Figure 1. Wiring heat map.
The die is cut into 30 by 30 equal tiles; black is low, pale yellow is high, scaled to the fullest tile. Values are wire area over tile area, all layers added.
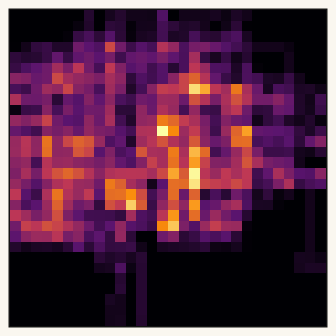
Figure 2. Gate-type map.
The bar under the picture is 50 um long.
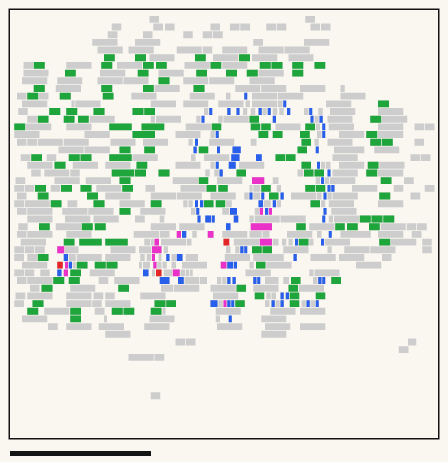
Figure 3. Close-up of the layout.
The bar under the picture is 10 um long. Window x 63 to 88, y 33 to 58 um. Cells in gray, sequential cells in the stronger gray; small squares are vias.
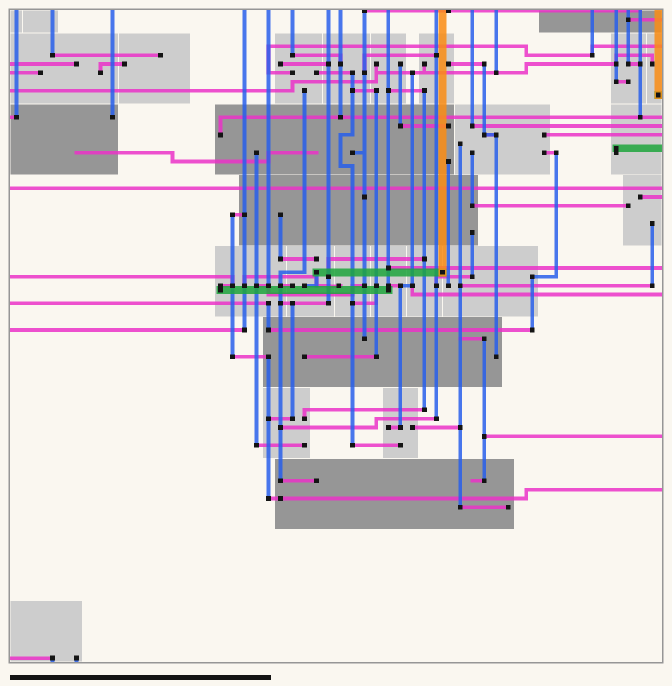
Figure 4. Clock network drawn from the DEF.
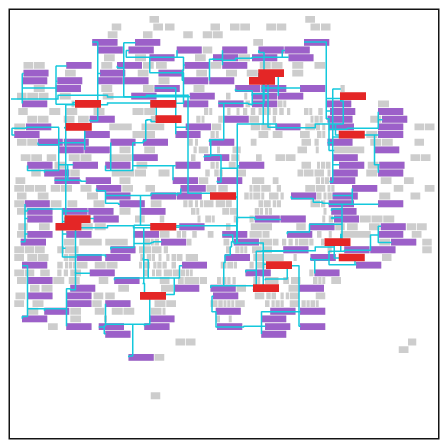
==> src/rtl/pin_route_pkg.sv <==
// Shared constants and types for the pin bank routing controller.
//   NUM_PINS/PIN_W : device pin count and pin index width
//   NUM_SIG/SIG_W  : routable signal count and signal index width
//   state_t        : commit sequencer states
//   route_entry_t  : one signal-to-pin routing entry
package pin_route_pkg;

    localparam int unsigned NUM_PINS = 29;
    localparam int unsigned PIN_W    = 5;
    localparam int unsigned NUM_SIG  = 4;
    localparam int unsigned SIG_W    = 2;

    typedef enum logic [1:0] {
        IDLE  = 2'd0,
        CHECK = 2'd1,
        APPLY = 2'd2
    } state_t;

    typedef struct packed {
        logic             en;
        logic             dir;   // 1 = signal drives pin
        logic [PIN_W-1:0] pin;
    } route_entry_t;

endpackage

==> src/rtl/pin_route_cfg_if.sv <==
// Host-side configuration bus: staging writes plus commit request/status.
//   master : host (drives cfg_* write fields and commit)
//   slave  : pin_route_cfg (drives ready, busy, done/err pulses, error report)
interface pin_route_cfg_if;
    import pin_route_pkg::*;

    logic             cfg_valid;
    logic             cfg_ready;
    logic [SIG_W-1:0] cfg_sig;
    logic [PIN_W-1:0] cfg_pin;
    logic             cfg_dir;
    logic             cfg_en;
    logic             commit;
    logic             commit_busy;
    logic             commit_done;
    logic             commit_err;
    logic [SIG_W-1:0] err_sig;
    logic [PIN_W-1:0] err_pin;

    modport master (
        output cfg_valid, cfg_sig, cfg_pin, cfg_dir, cfg_en, commit,
        input  cfg_ready, commit_busy, commit_done, commit_err, err_sig, err_pin
    );

    modport slave (
        input  cfg_valid, cfg_sig, cfg_pin, cfg_dir, cfg_en, commit,
        output cfg_ready, commit_busy, commit_done, commit_err, err_sig, err_pin
    );

endinterface

==> src/rtl/pin_route_check.sv <==
// Single-entry drive conflict test against the pins already claimed in a scan.
//   entry         : staging entry under test
//   claim_any     : pins claimed by any earlier entry
//   claim_out     : pins claimed by an earlier output entry
//   err           : entry is illegal (out-of-range pin or drive conflict)
//   claim_any_nxt : claim_any including this entry (equals claim_any on err)
//   claim_out_nxt : claim_out including this entry (equals claim_out on err)
module pin_route_check
    import pin_route_pkg::*;
(
    input  route_entry_t        entry,
    input  logic [NUM_PINS-1:0] claim_any,
    input  logic [NUM_PINS-1:0] claim_out,
    output logic                err,
    output logic [NUM_PINS-1:0] claim_any_nxt,
    output logic [NUM_PINS-1:0] claim_out_nxt
);

    // Outputs conflict with anything on the pin; inputs only with a driver,
    // so several inputs sharing a pin are legal fan-out.
    always_comb begin
        err           = 1'b0;
        claim_any_nxt = claim_any;
        claim_out_nxt = claim_out;
        if (entry.en) begin
            if (entry.pin >= PIN_W'(NUM_PINS)) begin
                err = 1'b1;
            end else if (entry.dir ? claim_any[entry.pin] : claim_out[entry.pin]) begin
                err = 1'b1;
            end else begin
                claim_any_nxt[entry.pin] = 1'b1;
                if (entry.dir) begin
                    claim_out_nxt[entry.pin] = 1'b1;
                end
            end
        end
    end

endmodule

==> src/rtl/pin_route_cfg.sv <==
// Pin bank routing controller: staging table written by the host, scanned for
// drive conflicts on commit and swapped atomically into the active table.
//   clock, reset : rising-edge clock, asynchronous active-high reset
//   cfg          : host configuration bus (slave side)
//   sig_en       : active enable per signal
//   sig_dir      : active direction per signal
//   sig_pin      : active pin per signal, entry i at [i*PIN_W +: PIN_W]
//   pin_oe       : per-pin output enable
module pin_route_cfg
    import pin_route_pkg::*;
(
    input  logic                     clock,
    input  logic                     reset,
    pin_route_cfg_if.slave           cfg,
    output logic [NUM_SIG-1:0]       sig_en,
    output logic [NUM_SIG-1:0]       sig_dir,
    output logic [NUM_SIG*PIN_W-1:0] sig_pin,
    output logic [NUM_PINS-1:0]      pin_oe
);

    state_t              state;
    logic [SIG_W-1:0]    idx;
    logic [NUM_PINS-1:0] claim_any;
    logic [NUM_PINS-1:0] claim_out;
    route_entry_t        staging [NUM_SIG];
    route_entry_t        active  [NUM_SIG];

    logic                chk_err;
    logic [NUM_PINS-1:0] claim_any_nxt;
    logic [NUM_PINS-1:0] claim_out_nxt;

    pin_route_check u_check (
        .entry         (staging[idx]),
        .claim_any     (claim_any),
        .claim_out     (claim_out),
        .err           (chk_err),
        .claim_any_nxt (claim_any_nxt),
        .claim_out_nxt (claim_out_nxt)
    );

    // Sequencer, tables and registered status outputs.
    always_ff @(posedge clock or posedge reset) begin
        if (reset) begin
            state           <= IDLE;
            idx             <= '0;
            claim_any       <= '0;
            claim_out       <= '0;
            pin_oe          <= '0;
            cfg.cfg_ready   <= 1'b0;
            cfg.commit_busy <= 1'b0;
            cfg.commit_done <= 1'b0;
            cfg.commit_err  <= 1'b0;
            cfg.err_sig     <= '0;
            cfg.err_pin     <= '0;
            for (int i = 0; i < NUM_SIG; i++) begin
                staging[i] <= '0;
                active[i]  <= '0;
            end
        end else begin
            cfg.commit_done <= 1'b0;
            cfg.commit_err  <= 1'b0;
            case (state)
                IDLE: begin
                    // A write on the commit edge lands before entry 0 is read.
                    if (cfg.cfg_valid && cfg.cfg_ready) begin
                        staging[cfg.cfg_sig] <= '{en: cfg.cfg_en, dir: cfg.cfg_dir, pin: cfg.cfg_pin};
                    end
                    if (cfg.commit) begin
                        state           <= CHECK;
                        idx             <= '0;
                        claim_any       <= '0;
                        claim_out       <= '0;
                        cfg.cfg_ready   <= 1'b0;
                        cfg.commit_busy <= 1'b1;
                    end else begin
                        cfg.cfg_ready   <= 1'b1;
                    end
                end
                CHECK: begin
                    if (chk_err) begin
                        state           <= IDLE;
                        cfg.commit_err  <= 1'b1;
                        cfg.err_sig     <= idx;
                        cfg.err_pin     <= staging[idx].pin;
                        cfg.cfg_ready   <= 1'b1;
                        cfg.commit_busy <= 1'b0;
                    end else begin
                        claim_any <= claim_any_nxt;
                        claim_out <= claim_out_nxt;
                        if (idx == SIG_W'(NUM_SIG - 1)) begin
                            state <= APPLY;
                        end else begin
                            idx <= idx + SIG_W'(1);
                        end
                    end
                end
                APPLY: begin
                    // Table, pin enables and done pulse all change on one edge.
                    for (int i = 0; i < NUM_SIG; i++) begin
                        active[i] <= staging[i];
                    end
                    pin_oe          <= claim_out;
                    state           <= IDLE;
                    cfg.commit_done <= 1'b1;
                    cfg.cfg_ready   <= 1'b1;
                    cfg.commit_busy <= 1'b0;
                end
                default: begin
                    state <= IDLE;
                end
            endcase
        end
    end

    // Flatten the active table onto the per-signal outputs.
    always_comb begin
        sig_en  = '0;
        sig_dir = '0;
        sig_pin = '0;
        for (int i = 0; i < NUM_SIG; i++) begin
            sig_en[i]                 = active[i].en;
            sig_dir[i]                = active[i].dir;
            sig_pin[i*PIN_W +: PIN_W] = active[i].pin;
        end
    end

endmodule

==> src/flat_wrapper.sv <==
// flat-port wrapper written by rule: the top's interface ports become plain ports
module pin_route_cfg_flat import pin_route_pkg::*;
  (clock, reset, sig_en, sig_dir, sig_pin, pin_oe, cfg_cfg_valid, cfg_cfg_sig, cfg_cfg_pin, cfg_cfg_dir, cfg_cfg_en, cfg_commit, cfg_cfg_ready, cfg_commit_busy, cfg_commit_done, cfg_commit_err, cfg_err_sig, cfg_err_pin);
  pin_route_cfg_if cfg_i ();
  input  logic clock;
  input  logic reset;
  output logic [NUM_SIG-1:0] sig_en;
  output logic [NUM_SIG-1:0] sig_dir;
  output logic [NUM_SIG*PIN_W-1:0] sig_pin;
  output logic [NUM_PINS-1:0] pin_oe;
  input wire logic [$bits(cfg_i.cfg_valid)-1:0] cfg_cfg_valid;
  input wire logic [$bits(cfg_i.cfg_sig)-1:0] cfg_cfg_sig;
  input wire logic [$bits(cfg_i.cfg_pin)-1:0] cfg_cfg_pin;
  input wire logic [$bits(cfg_i.cfg_dir)-1:0] cfg_cfg_dir;
  input wire logic [$bits(cfg_i.cfg_en)-1:0] cfg_cfg_en;
  input wire logic [$bits(cfg_i.commit)-1:0] cfg_commit;
  output wire logic [$bits(cfg_i.cfg_ready)-1:0] cfg_cfg_ready;
  output wire logic [$bits(cfg_i.commit_busy)-1:0] cfg_commit_busy;
  output wire logic [$bits(cfg_i.commit_done)-1:0] cfg_commit_done;
  output wire logic [$bits(cfg_i.commit_err)-1:0] cfg_commit_err;
  output wire logic [$bits(cfg_i.err_sig)-1:0] cfg_err_sig;
  output wire logic [$bits(cfg_i.err_pin)-1:0] cfg_err_pin;
  assign cfg_i.cfg_valid = cfg_cfg_valid;
  assign cfg_i.cfg_sig = cfg_cfg_sig;
  assign cfg_i.cfg_pin = cfg_cfg_pin;
  assign cfg_i.cfg_dir = cfg_cfg_dir;
  assign cfg_i.cfg_en = cfg_cfg_en;
  assign cfg_i.commit = cfg_commit;
  assign cfg_cfg_ready = cfg_i.cfg_ready;
  assign cfg_commit_busy = cfg_i.commit_busy;
  assign cfg_commit_done = cfg_i.commit_done;
  assign cfg_commit_err = cfg_i.commit_err;
  assign cfg_err_sig = cfg_i.err_sig;
  assign cfg_err_pin = cfg_i.err_pin;
  pin_route_cfg u_core (.clock(clock), .reset(reset), .cfg(cfg_i), .sig_en(sig_en), .sig_dir(sig_dir), .sig_pin(sig_pin), .pin_oe(pin_oe));
endmodule
==> config.mk <==
export PLATFORM = sky130hd
export DESIGN_NAME = pin_route_cfg_flat
export DESIGN_NICKNAME = d
export VERILOG_FILES = /design/src/rtl/pin_route_pkg.sv /design/src/rtl/pin_route_cfg_if.sv /design/src/rtl/pin_route_check.sv /design/src/rtl/pin_route_cfg.sv /design/src/flat_wrapper.sv
export SDC_FILE = /design/constraint.sdc
export NUM_CORES = 1
export LEC_CHECK = 0
export ABC_CLOCK_PERIOD_IN_PS = 8400
export CORE_UTILIZATION = 30
export CTS_CLUSTER_SIZE = 12
export DETAILED_ROUTE_END_ITERATION = 10
export HOLD_SLACK_MARGIN = 0.02
export MAX_ROUTING_LAYER = met4
export SYNTH_ARGS = -nofsm -noshare
export SYNTH_HDL_FRONTEND = slang
export SYNTH_SLANG_ARGS = --single-unit
==> constraint.sdc <==
create_clock -name clock -period 8.4 [get_ports clock]
set_input_delay 0.84 -clock clock [delete_from_list [all_inputs] [get_ports clock]]
set_output_delay 0.84 -clock clock [all_outputs]
set_load 0.05 [all_outputs]
==> results.yml <==
# flow metrics
status:
  status: "completed"
place:
  post-dp-hpwl_um: 10560
  gp_congestion: 0.7827
  place_area_um2: 7789
  port_buffers: 80
clocking:
  ctsLongestPathBuffers: 2
  cts_tree: "yes"
  cts-hold-fix-buffers: 0
  cts.sinks: 158
worst_hold_path:
  hold_path_depth: 2
  hold_class: "reg -> reg"
  hold_path_end: "u_core.claim_any[15]$_DFFE_PP0P_"
final_timing:
  max_slew.worst_pin.slew_ns: 1.178
  fmax_mhz: 250.0
  finalClockSkew_ns: 0.007156
  min_period_ns: 3.999
  setup_viol: 0
  tns_ns: 0
  rsz0062_at_grt: "no"
synth:
  ys_types: 37
  yosys_warnings: 0
  common_cells: "dfrtp_1 (158), mux2_2 (91), nand2_1 (64), o21ai_0 (54), mux2i_1 (43)"
  simple_gate_area_share_pct: 7.348
  ys_sh_xor_pct: 0
  ys_seq_share_pct: 58.93
  ys_sh_aoi_pct: 6.677
  ff_type: "dfrtp_1"
  ys_cells: 521
  edf_count: 0
layout:
  final_nets: 616
  drive_gt1_share_pct: 22.30
  top_regs: "u_core.claim_any (29), u_core.claim_out (29), u_core.pin_oe (29)"
  postLayoutCoreUtil_pct: 38.23
routing:
  dr_total_vias: 4362
  dr.pass1.iters: 4
  wl_per_cell_um: 17.61
  finalWirelength_um: 15680
  drt_iter0_drc: 242
  vias_per_cell: 4.901
  route.antenna.remaining_nets: 0
power:
  seq_power_share_pct: 33.5
  power.total_w: 0.003493
  seq-power_w: 0.00117
  combPwrFrac_pct: 44.5
  power.density_nw_per_um2: 417.4
  pwr.group.clock_w: 0.000768
  leakage_nw: 3.664
die:
  die_width_um: 151.5
  io_pins: 81
setup_path:
  rrSetupSlack_ns: 4.40
  max_stage_delay_ns: 1.15
  reg2reg_to: "u_core.cfg.err_pin[2]$_DFFE_PP0P_"
  arrival_ns: 4.31
global_route:
  grt_max_degree: 98
Notes on Figure 1 above:
fullest tile = 0.53
tiles over half the peak = 9.4%
mean over tiles = 0.11
nearly empty tiles = 32%
densest ninth of the die = middle

Notes on Figure 2 above:
green -> mux cells  # cells 142
magenta -> nor cells  # cells 17
blue -> nand cells  # cells 82
red -> and/or cells  # cells 3
combinational share of cell area: 31.34%
Top cell excl fill/tap: dfrtp_1
Final Instance Count excl. Fillers: 890

Notes on Figure 3 above:
blue -> M2
orange -> M4
magenta -> M1
green -> M3
sequential cells in the window = 4
most frequent = nand2_1 (6), o21ai_0 (4), dfrtp_1 (4)
netlist names of flops here include = `u_core.claim_any` (4)
cells with their middle in the window = 21

Notes on Figure 4 above:
purple -> flip-flops  # count 158
cyan -> clock wires  # length 1940 um
red -> clock-net drivers  # count 17
routed clock nets = 18

==> routing by layer <==
layer / routed length (um) / track usage, % / part of all wire (%) / up-vias
met5: 0 / - / 0 / -
met4: 204 / 4.802 / 1.3 / 0
met3: 975 / 4.521 / 6.2 / 20
met2: 7215 / 23.15 / 46 / 114
met1: 7282 / 19.48 / 46 / 2209
li1: - / - / - / 2019
==> worst max-delay path by stage <==
stage | start | to | slack [ns] | depth (start not counted)
detailed placement | u_core.idx[1]$_DFFE_PP0P_ | u_core.cfg.err_pin[1]$_DFFE_PP0P_ | 4.40 | 8
floorplan | reset | u_core.cfg.cfg_ready$_DFFE_PP0P_ | 3.30 | 1
global placement | u_core.idx[1]$_DFFE_PP0P_ | u_core.cfg.err_pin[1]$_DFFE_PP0P_ | 4.56 | 8
finish | u_core.idx[1]$_DFFE_PP0P_ | u_core.cfg.err_pin[2]$_DFFE_PP0P_ | 4.40 | 8
CTS | u_core.idx[1]$_DFFE_PP0P_ | u_core.cfg.err_pin[2]$_DFFE_PP0P_ | 4.38 | 8
global route | u_core.idx[1]$_DFFE_PP0P_ | u_core.cfg.err_sig[1]$_DFFE_PP0P_ | 4.13 | 8
==> tightest hold or removal path, delay by kind of cell, from the launching register on <==
kind,cells,cell delay (ns)
compound gates,1,0.06
simple gates,1,0.05
flops,1,0.34
==> cell type report <==
type                    instances  area (um2)  area share, %
clock buffers                  22       464.2          5.547
multi-input cells             330        2623          31.34
inverters                       9       38.79         0.4635
flip-flops and latches        158        3954          47.25
well taps                     280       350.3          4.187
clock inverters                 8       115.1          1.376
repair buffers                 83       823.3          9.839
Power figures rest on the tool's default switching activity, not on a simulated workload.
